### Where the registers sit, run 1

The bar under the picture is 20 um long. Other sequential cells in the stronger grey, the rest of the logic in the fainter grey.
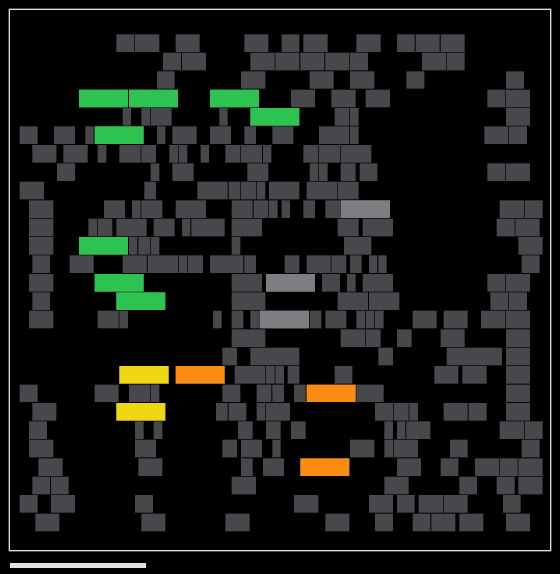
### Clock network drawn from the DEF, run 1

The bar under the picture is 20 um long.
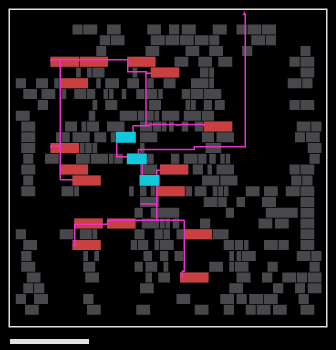
### Cell classes on the final placement, run 1

Fill, decap, tap and diode cells in grey.
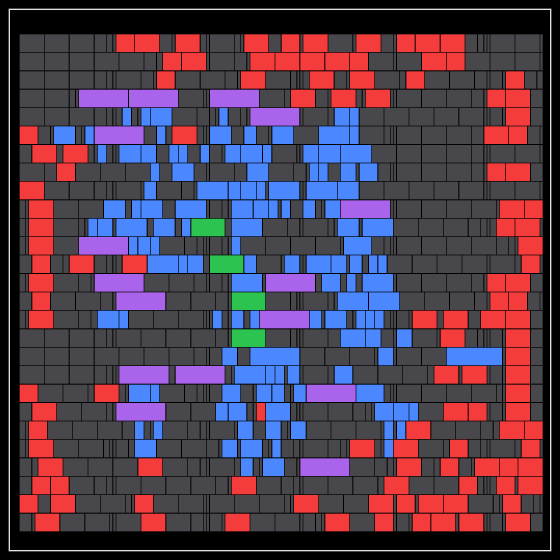
===== config.mk =====
export PLATFORM = sky130hd
export DESIGN_NAME = issue_sequencer_flat
export DESIGN_NICKNAME = d
export VERILOG_FILES = /design/src/rtl/issue_sequencer_pkg.sv /design/src/rtl/issue_sequencer_if.sv /design/src/rtl/issue_sequencer_inflight_counter.sv /design/src/rtl/issue_sequencer.sv /design/src/flat_wrapper.sv
export SDC_FILE = /design/constraint.sdc
export NUM_CORES = 1
export LEC_CHECK = 0
export CAP_MARGIN = 20
export CORE_UTILIZATION = 25
export CTS_CLUSTER_SIZE = 16
export DETAILED_ROUTE_END_ITERATION = 8
export GPL_TIMING_DRIVEN = 0
export PLACE_DENSITY_LB_ADDON = 0.2
export SLEW_MARGIN = 20
export SYNTH_ARGS = -nofsm -noshare
export SYNTH_HDL_FRONTEND = slang
export SYNTH_HIERARCHICAL = 1
export SYNTH_SLANG_ARGS = --single-unit

===== constraint.sdc =====
create_clock -name clk -period 3.7 [get_ports clk]
set_clock_uncertainty 0.05 [all_clocks]
set_input_delay 0.74 -clock clk [delete_from_list [all_inputs] [get_ports clk]]
set_output_delay 0.74 -clock clk [all_outputs]
set_load 0.02 [all_outputs]

===== src/rtl/issue_sequencer_pkg.sv =====
// Shared types and constants for the issue sequencer: branch count, commit-ID sizing, FSM states.
package issue_sequencer_pkg;

   localparam int unsigned N_INSTR_BRANCHES = 4;
   localparam int unsigned BRANCH_W         = $clog2(N_INSTR_BRANCHES);
   localparam int unsigned COMMIT_ID_WIDTH  = 2;
   localparam int unsigned INFLIGHT_LIMIT   = 1 << COMMIT_ID_WIDTH;
   localparam int unsigned INFLIGHT_W       = COMMIT_ID_WIDTH + 1;

   typedef enum logic [1:0] {
      ST_IDLE  = 2'd0,
      ST_ISSUE = 2'd1,
      ST_DRAIN = 2'd2,
      ST_DONE  = 2'd3
   } seq_state_e;

   // One-hot strobe for the decoded target branch.
   function automatic logic [N_INSTR_BRANCHES-1:0] branch_onehot(input logic [BRANCH_W-1:0] br);
      return N_INSTR_BRANCHES'(1) << br;
   endfunction

endpackage


===== src/rtl/issue_sequencer_if.sv =====
// Fetch-side and issue-side handshake bundle between the sequencer and its neighbours.
interface issue_sequencer_if
   import issue_sequencer_pkg::*;
#(
   parameter int unsigned n_blocks    = 256,
   parameter int unsigned instr_width = 32
);
   localparam int unsigned BLK_W = $clog2(n_blocks);

   logic [BLK_W-1:0]            fetch_block;
   logic                        fetch_valid;
   logic [instr_width-1:0]      fetch_instr;
   logic [BRANCH_W-1:0]         fetch_branch;
   logic                        fetch_ready;
   logic [N_INSTR_BRANCHES-1:0] out_valid;
   logic [N_INSTR_BRANCHES-1:0] out_ready;
   logic [instr_width-1:0]      out_instr;
   logic [BLK_W-1:0]            out_block;
   logic [COMMIT_ID_WIDTH-1:0]  out_commit_id;

   modport master (
      output fetch_block, fetch_ready, out_valid, out_instr, out_block, out_commit_id,
      input  fetch_valid, fetch_instr, fetch_branch, out_ready
   );

   modport slave (
      input  fetch_block, fetch_ready, out_valid, out_instr, out_block, out_commit_id,
      output fetch_valid, fetch_instr, fetch_branch, out_ready
   );

endinterface


===== src/rtl/issue_sequencer_inflight_counter.sv =====
// Saturating up/down count of issued-but-uncommitted instructions.
module inflight_counter #(
   parameter int unsigned width     = 3,
   parameter int unsigned max_count = 4
) (
   input  logic             clk,
   input  logic             reset,
   input  logic             inc,
   input  logic             dec,
   output logic [width-1:0] count
);

   // Simultaneous inc and dec cancel; dec at zero and inc at max are ignored.
   always_ff @(posedge clk) begin
      if (reset) begin
         count <= '0;
      end else if (inc && !dec && (count < width'(max_count))) begin
         count <= count + width'(1);
      end else if (dec && !inc && (count != '0)) begin
         count <= count - width'(1);
      end
   end

endmodule


===== src/rtl/issue_sequencer.sv =====
// Walks the active program blocks once per sample tick, issuing each fetched instruction
// to its decoded branch with a commit ID, and throttles on the number of in-flight instructions.
module issue_sequencer
   import issue_sequencer_pkg::*;
#(
   parameter int unsigned n_blocks    = 256,
   parameter int unsigned instr_width = 32
) (
   input  logic                       clk,
   input  logic                       reset,
   input  logic                       enable,
   input  logic                       sample_tick,
   input  logic [$clog2(n_blocks):0]  n_active_blocks,
   input  logic                       commit_pulse,
   output logic                       busy,
   output logic                       pass_done,
   output logic                       overrun,
   issue_sequencer_if.master          bus
);

   localparam int unsigned BLK_W = $clog2(n_blocks);

   seq_state_e                 state_q, state_d;
   logic [BLK_W-1:0]           blk_q, blk_d;
   logic [COMMIT_ID_WIDTH-1:0] id_q, id_d;
   logic                       overrun_q, overrun_d;
   logic [INFLIGHT_W-1:0]      inflight;
   logic                       issue_ok;
   logic                       handshake;
   logic                       last_block;

   assign issue_ok   = (state_q == ST_ISSUE) && enable && bus.fetch_valid &&
                       (inflight < INFLIGHT_W'(INFLIGHT_LIMIT));
   assign handshake  = issue_ok && bus.out_ready[bus.fetch_branch];
   assign last_block = ((BLK_W+1)'(blk_q) + (BLK_W+1)'(1)) >= n_active_blocks;

   assign bus.fetch_block   = blk_q;
   assign bus.fetch_ready   = handshake;
   assign bus.out_valid     = issue_ok ? branch_onehot(bus.fetch_branch) : '0;
   assign bus.out_instr     = bus.fetch_instr;
   assign bus.out_block     = blk_q;
   assign bus.out_commit_id = id_q;

   assign busy      = (state_q != ST_IDLE);
   assign pass_done = (state_q == ST_DONE) && enable;
   assign overrun   = overrun_q;

   inflight_counter #(
      .width     (INFLIGHT_W),
      .max_count (INFLIGHT_LIMIT)
   ) u_inflight (
      .clk   (clk),
      .reset (reset),
      .inc   (handshake),
      .dec   (commit_pulse),
      .count (inflight)
   );

   always_ff @(posedge clk) begin
      if (reset) begin
         state_q   <= ST_IDLE;
         blk_q     <= '0;
         id_q      <= '0;
         overrun_q <= 1'b0;
      end else begin
         state_q   <= state_d;
         blk_q     <= blk_d;
         id_q      <= id_d;
         overrun_q <= overrun_d;
      end
   end

   // Next-state; the issue ID deliberately survives pass boundaries.
   always_comb begin
      state_d   = state_q;
      blk_d     = blk_q;
      id_d      = id_q;
      overrun_d = overrun_q;

      if (handshake) begin
         blk_d = blk_q + BLK_W'(1);
         id_d  = id_q + COMMIT_ID_WIDTH'(1);
      end

      unique case (state_q)
         ST_IDLE: begin
            if (enable && sample_tick) begin
               blk_d   = '0;
               state_d = (n_active_blocks == '0) ? ST_DONE : ST_ISSUE;
            end
         end
         ST_ISSUE: begin
            if (sample_tick) overrun_d = 1'b1;
            if (handshake && last_block) state_d = ST_DRAIN;
         end
         ST_DRAIN: begin
            if (sample_tick) overrun_d = 1'b1;
            if (enable && ((inflight == '0) ||
                           ((inflight == INFLIGHT_W'(1)) && commit_pulse))) begin
               state_d = ST_DONE;
            end
         end
         ST_DONE: begin
            if (enable) state_d = ST_IDLE;
         end
         default: state_d = ST_IDLE;
      endcase
   end

endmodule


===== src/flat_wrapper.sv =====
// flat-port wrapper written by rule: the top's interface ports become plain ports
module issue_sequencer_flat import issue_sequencer_pkg::*;
#(
   parameter int unsigned n_blocks    = 256,
   parameter int unsigned instr_width = 32
)
  (clk, reset, enable, sample_tick, n_active_blocks, commit_pulse, busy, pass_done, overrun, bus_fetch_block, bus_fetch_ready, bus_out_valid, bus_out_instr, bus_out_block, bus_out_commit_id, bus_fetch_valid, bus_fetch_instr, bus_fetch_branch, bus_out_ready);
  issue_sequencer_if #(.n_blocks(n_blocks), .instr_width(instr_width)) bus_i ();
  input  logic clk;
  input  logic reset;
  input  logic enable;
  input  logic sample_tick;
  input  logic [$clog2(n_blocks):0] n_active_blocks;
  input  logic commit_pulse;
  output logic busy;
  output logic pass_done;
  output logic overrun;
  output wire logic [$bits(bus_i.fetch_block)-1:0] bus_fetch_block;
  output wire logic [$bits(bus_i.fetch_ready)-1:0] bus_fetch_ready;
  output wire logic [$bits(bus_i.out_valid)-1:0] bus_out_valid;
  output wire logic [$bits(bus_i.out_instr)-1:0] bus_out_instr;
  output wire logic [$bits(bus_i.out_block)-1:0] bus_out_block;
  output wire logic [$bits(bus_i.out_commit_id)-1:0] bus_out_commit_id;
  input wire logic [$bits(bus_i.fetch_valid)-1:0] bus_fetch_valid;
  input wire logic [$bits(bus_i.fetch_instr)-1:0] bus_fetch_instr;
  input wire logic [$bits(bus_i.fetch_branch)-1:0] bus_fetch_branch;
  input wire logic [$bits(bus_i.out_ready)-1:0] bus_out_ready;
  assign bus_fetch_block = bus_i.fetch_block;
  assign bus_fetch_ready = bus_i.fetch_ready;
  assign bus_out_valid = bus_i.out_valid;
  assign bus_out_instr = bus_i.out_instr;
  assign bus_out_block = bus_i.out_block;
  assign bus_out_commit_id = bus_i.out_commit_id;
  assign bus_i.fetch_valid = bus_fetch_valid;
  assign bus_i.fetch_instr = bus_fetch_instr;
  assign bus_i.fetch_branch = bus_fetch_branch;
  assign bus_i.out_ready = bus_out_ready;
  issue_sequencer #(.n_blocks(n_blocks), .instr_width(instr_width)) u_core (.clk(clk), .reset(reset), .enable(enable), .sample_tick(sample_tick), .n_active_blocks(n_active_blocks), .commit_pulse(commit_pulse), .busy(busy), .pass_done(pass_done), .overrun(overrun), .bus(bus_i));
endmodule

==> results.cfg, run 1 <==
; yosys + openroad results
[routing]
wl_per_cell_um = 11.4
drt-total-wl_um = 3870
dr.pass1.iters = 4
ant_nets = 0

[layout]
drive_gt1_share_pct = 19.0
finalNonFillerCells = 340
num-nets-final = 337
synthToLayoutAreaGrowth_pct = 61.4

[sta]
finalSetupViolCount = 0
hold_violations = 0

[placement]
dp_cells = 336
hpwl_um = 3230
placed_cell_area_mm2 = 0.00238
place_congestion = 0.745
port-buffer-count = 78

[pwr]
p_switching_uw = 248
power_uw = 718

[run]
openroad.warnings = 29
cap_violations = 0

[synthesis]
yosysUniqueCellTypes = 43
adder_share_pct = 12.9
yosys-top-cells-area = dfxtp_1 (21%), buf_4 (20%), ha_1 (12%), xor2_1 (5.8%), nor2_1 (4.2%)
yosys-stat-area_mm2 = 0.00151
syn_nets = 254
syn_area_per_cell_um2 = 8.11
largest_area_cell = dfxtp_1
topCombFamilyByArea = buffers and inverters
ys_sh_simple_pct = 20.9
ys_cells = 186

[critical_path]
r2r_setup_slack_ns = 0.87
crit_cells = 5
cp_top_family = buffers and inverters
cp-end-kind = output port

[clocking]
cts_resized = 0
postCtsSetupRepairBufs = 0
clock_sinks = 16
numCtsBuffers = 3
htree_levels = 1

[global_routing]
grt_usage_pct = 12.0
grt_pass1_wl_um = 5960

[die]
rows = 27
fp.dieW_um = 79.7
chipArea_mm2 = 0.00635
dieHeight_um = 79.7

[worst_hold_path]
hold_class = reg2reg
hold_end = u_core/overrun

[status]
status = finished, final reports clean
Back to the opening pictures, 'Where the registers sit':
netlist name	colour	sequential cells
`u_core/u_inflight/count`	orange	3
`u_core/bus.fetch_block`	green	8
`u_core/bus.out_commit_id`	yellow	2
post-layout util: 42.9%
Seq area share: 13.2%
Seq. cell area: 320 um^2
Seq. pwr: 227 uW

Back to the opening pictures, 'Clock network drawn from the DEF':
[clock wires] magenta | length: 253 um
[flip-flops] red | count: 16
[clock drivers] cyan | count: 3
routed clock nets	4
clk pwr: 155 uW
clk_lat worst skew: 0.25 ns
Clk network pwr share: 21.6%

Back to the opening pictures, 'Cell classes on the final placement':
class	colour	cells	share of their area
flops	purple	16	14%
clock drivers and dummy loads	green	4	2.3%
combinational and other logic	blue	129	38%
other buffers and delay cells	red	119	46%
design area: 0.00243 mm^2
CORE AREA: 0.00568 mm^2

-- run 1: area by class of cell --
cell class	count	area (um^2)	area share, %
Clock buffer	4	55.1	2.26
Tap cell	72	90.1	3.70
Multi-Input combinational cell	115	832	34.2
Sequential cell	16	320	13.2
Timing Repair Buffer	78	781	32.1
Inverter	14	52.6	2.16
Buffer	41	304	12.5
-- run 1: kinds of logic (layout without fill, tap and decap cells) --
group                    count (synthesis)  in the layout
flip-flops                              16             16
buffers and inverters                   55            137
XOR/XNOR                                15             15
AND/OR/NAND/NOR                         60             60
multiplexers                             3              3
adder cells (fa/ha/maj)                 15             15
AND-OR/OR-AND                           22             22
-- run 1: registers in the layout (all words and copies together) (netlist names) --
register	cells
u_core/u_inflight/count	3
u_core/bus.out_commit_id	2
u_core/bus.fetch_block	8
u_core/overrun	1
u_core/state_q	2
-- run 1: power by group through the flow --
stage	logic (uW)	clock network (uW)	registers [uW]
after floorplan	215	0	228
after global placement	328	0	230
after detailed placement	335	0	231
after CTS	337	161	227
after global routing	372	169	234
final	335	155	227
-- run 1: layout by cell type (no fill, tap or decap), drive strengths merged, types with 2 or more instances in the layout --
master / synthesis / routed
nor2: 17 / 17
clkbuf: 1 / 5
o21ai: 4 / 4
and3: 6 / 6
xnor2: 5 / 5
clkdlybuf4s50: 0 / 78
nor3b: 3 / 3
ha: 14 / 14
dfxtp: 16 / 16
buf: 40 / 40
nand2b: 4 / 4
nand2: 14 / 14
a21oi: 7 / 7
a221oi: 2 / 2
inv: 14 / 14
nor3: 2 / 2
xor2: 10 / 10
nor2b: 3 / 3
nand4: 2 / 2
nand3: 2 / 2
-- run 1: routing by layer --
layer	share of wire, %	vias to the layer above	GRT usage (%)
li1	-	742	-
met1	40	656	14.0
met2	49	65	21.9
met3	10	2	2.97
met4	0.85	0	2.73
met5	0	-	0
--- run 2 (diff from run 1) ---
TNS_END_PERCENT = 5   (was unset)
==> run 2 against run 1 <==
Cell area unchanged. Clock power is essentially flat. Sequential power is essentially flat. Utilization stayed put. Routed wire length unchanged. Register-to-register slack about the same. Critical path type unchanged.
==> results.cfg, run 2 <==
; yosys + openroad results
[status]
status = finished, final reports clean

[layout]
flops = 16
dominant_cells = buffers
inv_count = 14
nClkBuffers = 4
layout.cells.most_common_list = clkdlybuf4s50_1 (78), buf_4 (40), nor2_1 (17), dfxtp_1 (16), ha_1 (14)
final_core_util_pct = 42.9
seqCellArea_um2 = 320
mostFrequentLayoutCell = clkdlybuf4s50_1
largest_register_ff_count = 8
synthToLayoutAreaGrowth_pct = 61.4
num-multi-input-gates = 115
clkCellAreaFrac_pct = 2.26
num-nets-final = 337
nonClkBufAreaFrac_pct = 44.6
seq_area_share_pct = 13.2
sh_comb_area_pct = 34.2
n_all_buffers = 119
fill_cells = 591
layout.area.comb_um2 = 832
drive_gt1_share_pct = 19.0

[clocking]
htree_levels = 1
cts_hold_buffers = 0
cts_resized = 0
numCtsBuffers = 3
cts_buffer_depth = 2
clock_latency_ns = 0.25
clock_sinks = 16
cts-root-buf = clkbuf_8
postCtsSetupRepairBufs = 0

[critical_path]
cp_top_family = buffers and inverters
start_kind = input port
cp-end-kind = output port
arrival_ns = 2.70
worstPathMaxFanout = 14
r2r_setup_slack_ns = 0.87
worstSetupPathType = in2out

[global_routing]
grt_pass1_wl_um = 5960
overflow = 0
grt_usage_pct = 12.0
grt_start_max_net_pins = 15

[synthesis]
adder_share_pct = 12.9
syn_area_per_cell_um2 = 8.11
mux_area_share_pct = 2.90
ys_sh_simple_pct = 20.9
ys_cells = 186
yosysUniqueCellTypes = 43
yosys-top-cells-area = dfxtp_1 (21%), buf_4 (20%), ha_1 (12%), xor2_1 (5.8%), nor2_1 (4.2%)
edf_count = 0
synth_top_flop_cell = dfxtp_1
ys_seq_share_pct = 21.2
topCombFamilyByArea = buffers and inverters
yosys-stat-area_mm2 = 0.00151
largest_area_cell = dfxtp_1
syn_nets = 254
synth.most_common_cell = buf_4

[run]
openroad.warnings = 29
cap_violations = 0

[sta]
fmaxAchievable_mhz = 286
finalClockPeriodUsage_pct = 94.4
finalSetupViolCount = 0
fin_crit_ns = 3.49
rsz0062_at_grt = false
hold_violations = 0
slew_violations = 0

[routing]
drc = 0
ant_nets = 0
dr.pass1.iters = 4
wl_per_cell_um = 11.4
drt-total-wl_um = 3870

[worst_hold_path]
hold_class = reg2reg

[die]
dieHeight_um = 79.7
fp-utilization_pct = 26.6
chipArea_mm2 = 0.00635
core_mm2 = 0.00568
fp.dieW_um = 79.7
taps = 72

[pwr]
power_density_mw_per_mm2 = 295

[placement]
hpwl_um = 3230
port-buffer-count = 78
place_congestion = 0.745
-- run 2: layer usage --
layer / global-route usage (%) / wire length (um) / vias up
met5: 0 / 0 / -
met4: 2.73 / 33 / 0
met3: 2.97 / 394 / 2
met2: 21.9 / 1890 / 65
met1: 14.0 / 1560 / 656
li1: - / - / 742
-- run 2: where the power goes --
| group | internal [uW] | switching, uW | leakage [uW] |
|---|---|---|---|
| combinational | 180 | 155 | 0.000937 |
| clock | 94.3 | 61.1 | 0.0000288 |
| sequential | 196 | 31.6 | 0.000129 |
-- run 2: cells by family (layout without fill, tap and decap cells) --
group / count (synthesis) / count (layout)
XOR/XNOR: 15 / 15
multiplexers: 3 / 3
adder cells (fa/ha/maj): 15 / 15
AND-OR/OR-AND: 22 / 22
flip-flops: 16 / 16
buffers and inverters: 55 / 137
AND/OR/NAND/NOR: 60 / 60
-- run 2: worst register-to-register path: stages (launching register included) --
cell and delay [ns]:
dfxtp_1 0.33, inv_1 0.10, ha_1 0.22, and4b_2 0.29, nand2_2 0.10, inv_2 0.22
nor3b_2 0.34, inv_1 0.09, fa_1 0.39, or2_1 0.22, a2bb2oi_1 0.13, a221oi_1 0.26
-- run 2: stage by stage --
stage / cell area [um^2] / setup WS (ns) / total power, uW / cells
final: 2430 / 0.208 / 718 / 340
after global routing: 2430 / 0.105 / 774 / 340
after CTS: 2430 / 0.165 / 726 / 340
after detailed placement: 2380 / 0.135 / 566 / 336
after global placement: 2380 / 0.185 / 558 / 336
after floorplan: 1510 / 0.914 / 442 / 186
-- run 2: final timing paths --
path / from / to / depth (start not counted)
max: bus_fetch_branch[0] / bus_fetch_ready / 5
min: u_core/overrun / u_core/overrun / 2
max reg2reg: u_core/state_q[1] / u_core/u_inflight/count[2] / 11
min reg2reg: u_core/overrun / u_core/overrun / 2
### Cell classes on the final placement, run 2

Fill, decap, tap and diode cells in grey.
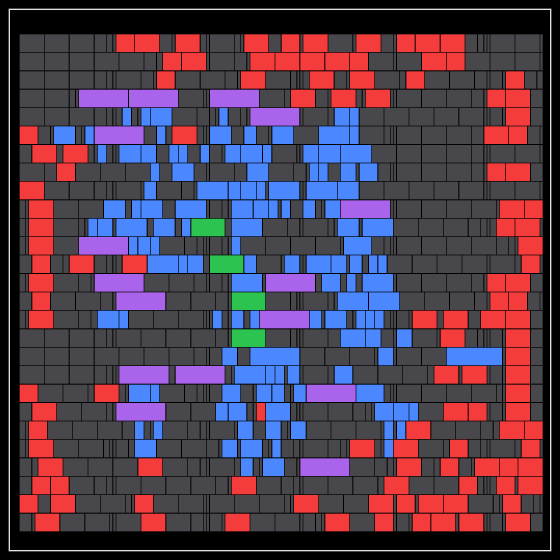
class	colour	cells	share of their area
combinational and other logic	blue	129	38%
clock drivers and dummy loads	green	4	2.3%
other buffers and delay cells	red	119	46%
flops	purple	16	14%
Rows: 27

--- run 3 (diff from run 2) ---
CORE_UTILIZATION = 37   (was 25)
==> run 3 against run 2 <==
Final cell count down 7.4%. Non-clock buffer count unchanged. Global-route usage up 4.7 points. Routed wire length fell by 9.7%. Die size shrank 32%. Utilization up 20 points. Count of clock-buffer cells in the layout is 1 lower. Critical endpoint unchanged. Critical path type unchanged. Area after synthesis unchanged. Cell area decreased by 1.8%. Highest routed layer unchanged. Power shrank 4.1%.
==> results.cfg, run 3 <==
; yosys + openroad results
[status]
status = finished, final reports clean

[clocking]
numCtsBuffers = 3
cts-root-buf = clkbuf_8
cts_hold_buffers = 0
postCtsSetupRepairBufs = 0
htree_levels = 1
clock_latency_ns = 0.25
cts_resized = 0
cts_buffer_depth = 2

[sta]
finalClockPeriodUsage_pct = 94.3
fin_crit_ns = 3.49
fmaxAchievable_mhz = 287
hold_violations = 0
finalSetupViolCount = 0
rsz0062_at_grt = false

[routing]
top_layer = met4
dr.pass1.iters = 4
wl_met1_um = 1530
met3_length_um = 294
route.met2.wl_um = 1630

[pwr]
internal-power_uw = 447
power_frac_seq_pct = 32.9
powerSeq_uw = 227

[worst_hold_path]
hold_path_depth = 2
hold_end = u_core/overrun

[critical_path]
r2r_setup_slack_ns = 0.88
worstPathMaxFanout = 14
worstSetupPathType = in2out
rr_worst_depth = 11
worstReg2RegStart = u_core/state_q[1]
start_kind = input port

[synthesis]
yosysUniqueCellTypes = 43
syn_nets = 254
edf_count = 0
syn_area_per_cell_um2 = 8.11
ys_cells = 186
yosys-top-cells-area = dfxtp_1 (21%), buf_4 (20%), ha_1 (12%), xor2_1 (5.8%), nor2_1 (4.2%)
synth.most_common_cell = buf_4

[die]
core_mm2 = 0.00380
chipArea_mm2 = 0.00434

[global_routing]
grt_busiest_layer = met2
grt_start_max_net_pins = 15
overflow = 0
grt_pass1_wl_um = 5580
use_met3_pct = 3.62
gr-usage-met2_pct = 29.0

[layout]
seqCellArea_um2 = 320
layout.area.comb_um2 = 832
layout.cells.most_common_list = clkdlybuf4s50_1 (78), buf_4 (40), nor2_1 (17), dfxtp_1 (16), ha_1 (14)
synthToLayoutAreaGrowth_pct = 58.5
largest_register_ff_count = 8
num-nets-final = 337

[placement]
port-buffer-count = 78
place_congestion = 0.809

[run]
cap_violations = 0
[run 3: cell counts after synthesis]
No cell type changed its count.
[run 3: area by class of cell]
| class | count | area share, % |
|---|---|---|
| Multi-Input combinational cell | 115 | 34.8 |
| Timing Repair Buffer | 78 | 32.7 |
| Sequential cell | 16 | 13.4 |
| Buffer | 41 | 12.7 |
| Tap cell | 48 | 2.51 |
| Inverter | 14 | 2.20 |
| Clock buffer | 3 | 1.73 |
[run 3: worst min-delay path, stage by stage, from the launching register on]
cell	delay, ns
dfxtp_1	0.32
a21oi_1	0.04
nor2_1	0.08
[run 3: per-stage QoR]
stage / worst slack (ns) / utilization, % / instance area, um^2 / power, uW / cells
6_report: 0.212 / 62.9 / 2390 / 688 / 315
5_1_grt: 0.147 / 62.9 / 2390 / 743 / 315
4_1_cts: 0.215 / 62.9 / 2390 / 696 / 315
3_5_place_dp: 0.205 / 61.9 / 2350 / 563 / 312
3_3_place_gp: 0.214 / 61.9 / 2350 / 558 / 312
2_1_floorplan: 0.914 / - / 1510 / 442 / 186
[run 3: logic make-up after synthesis]
family	Yosys count	share of synthesized area (%)
buffers and inverters	55	23.6
AOI/OAI and AO/OA	22	9.70
DFF	16	21.2
and+or+nand+nor	60	20.9
xor gates and xnor gates	15	8.71
muxes	3	2.90
adders and majority gates	15	12.9
[run 3: worst max path at each step]
stage,from,endpoint,slack (ns)
6_report,bus_fetch_branch[0],bus_fetch_ready,0.21
5_1_grt,bus_fetch_branch[0],bus_fetch_ready,0.15
4_1_cts,bus_fetch_branch[0],bus_fetch_ready,0.22
3_5_place_dp,bus_fetch_branch[0],u_core/u_inflight/count[2],0.21
3_3_place_gp,bus_fetch_branch[0],u_core/u_inflight/count[2],0.21
2_1_floorplan,bus_fetch_branch[0],u_core/u_inflight/count[2],0.91
### Clock network drawn from the DEF, run 3

The bar under the picture is 20 um long.
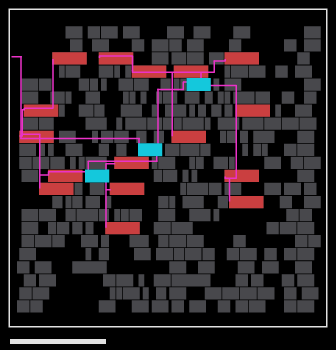
[flip-flops] red | count: 16
[clock drivers] cyan | count: 3
[clock wires] magenta | length: 237 um
routed clock nets	4
Clk network pwr share: 19.0%
clk pwr: 131 uW

No activity file was given, so power comes from the tool's default toggle rates.
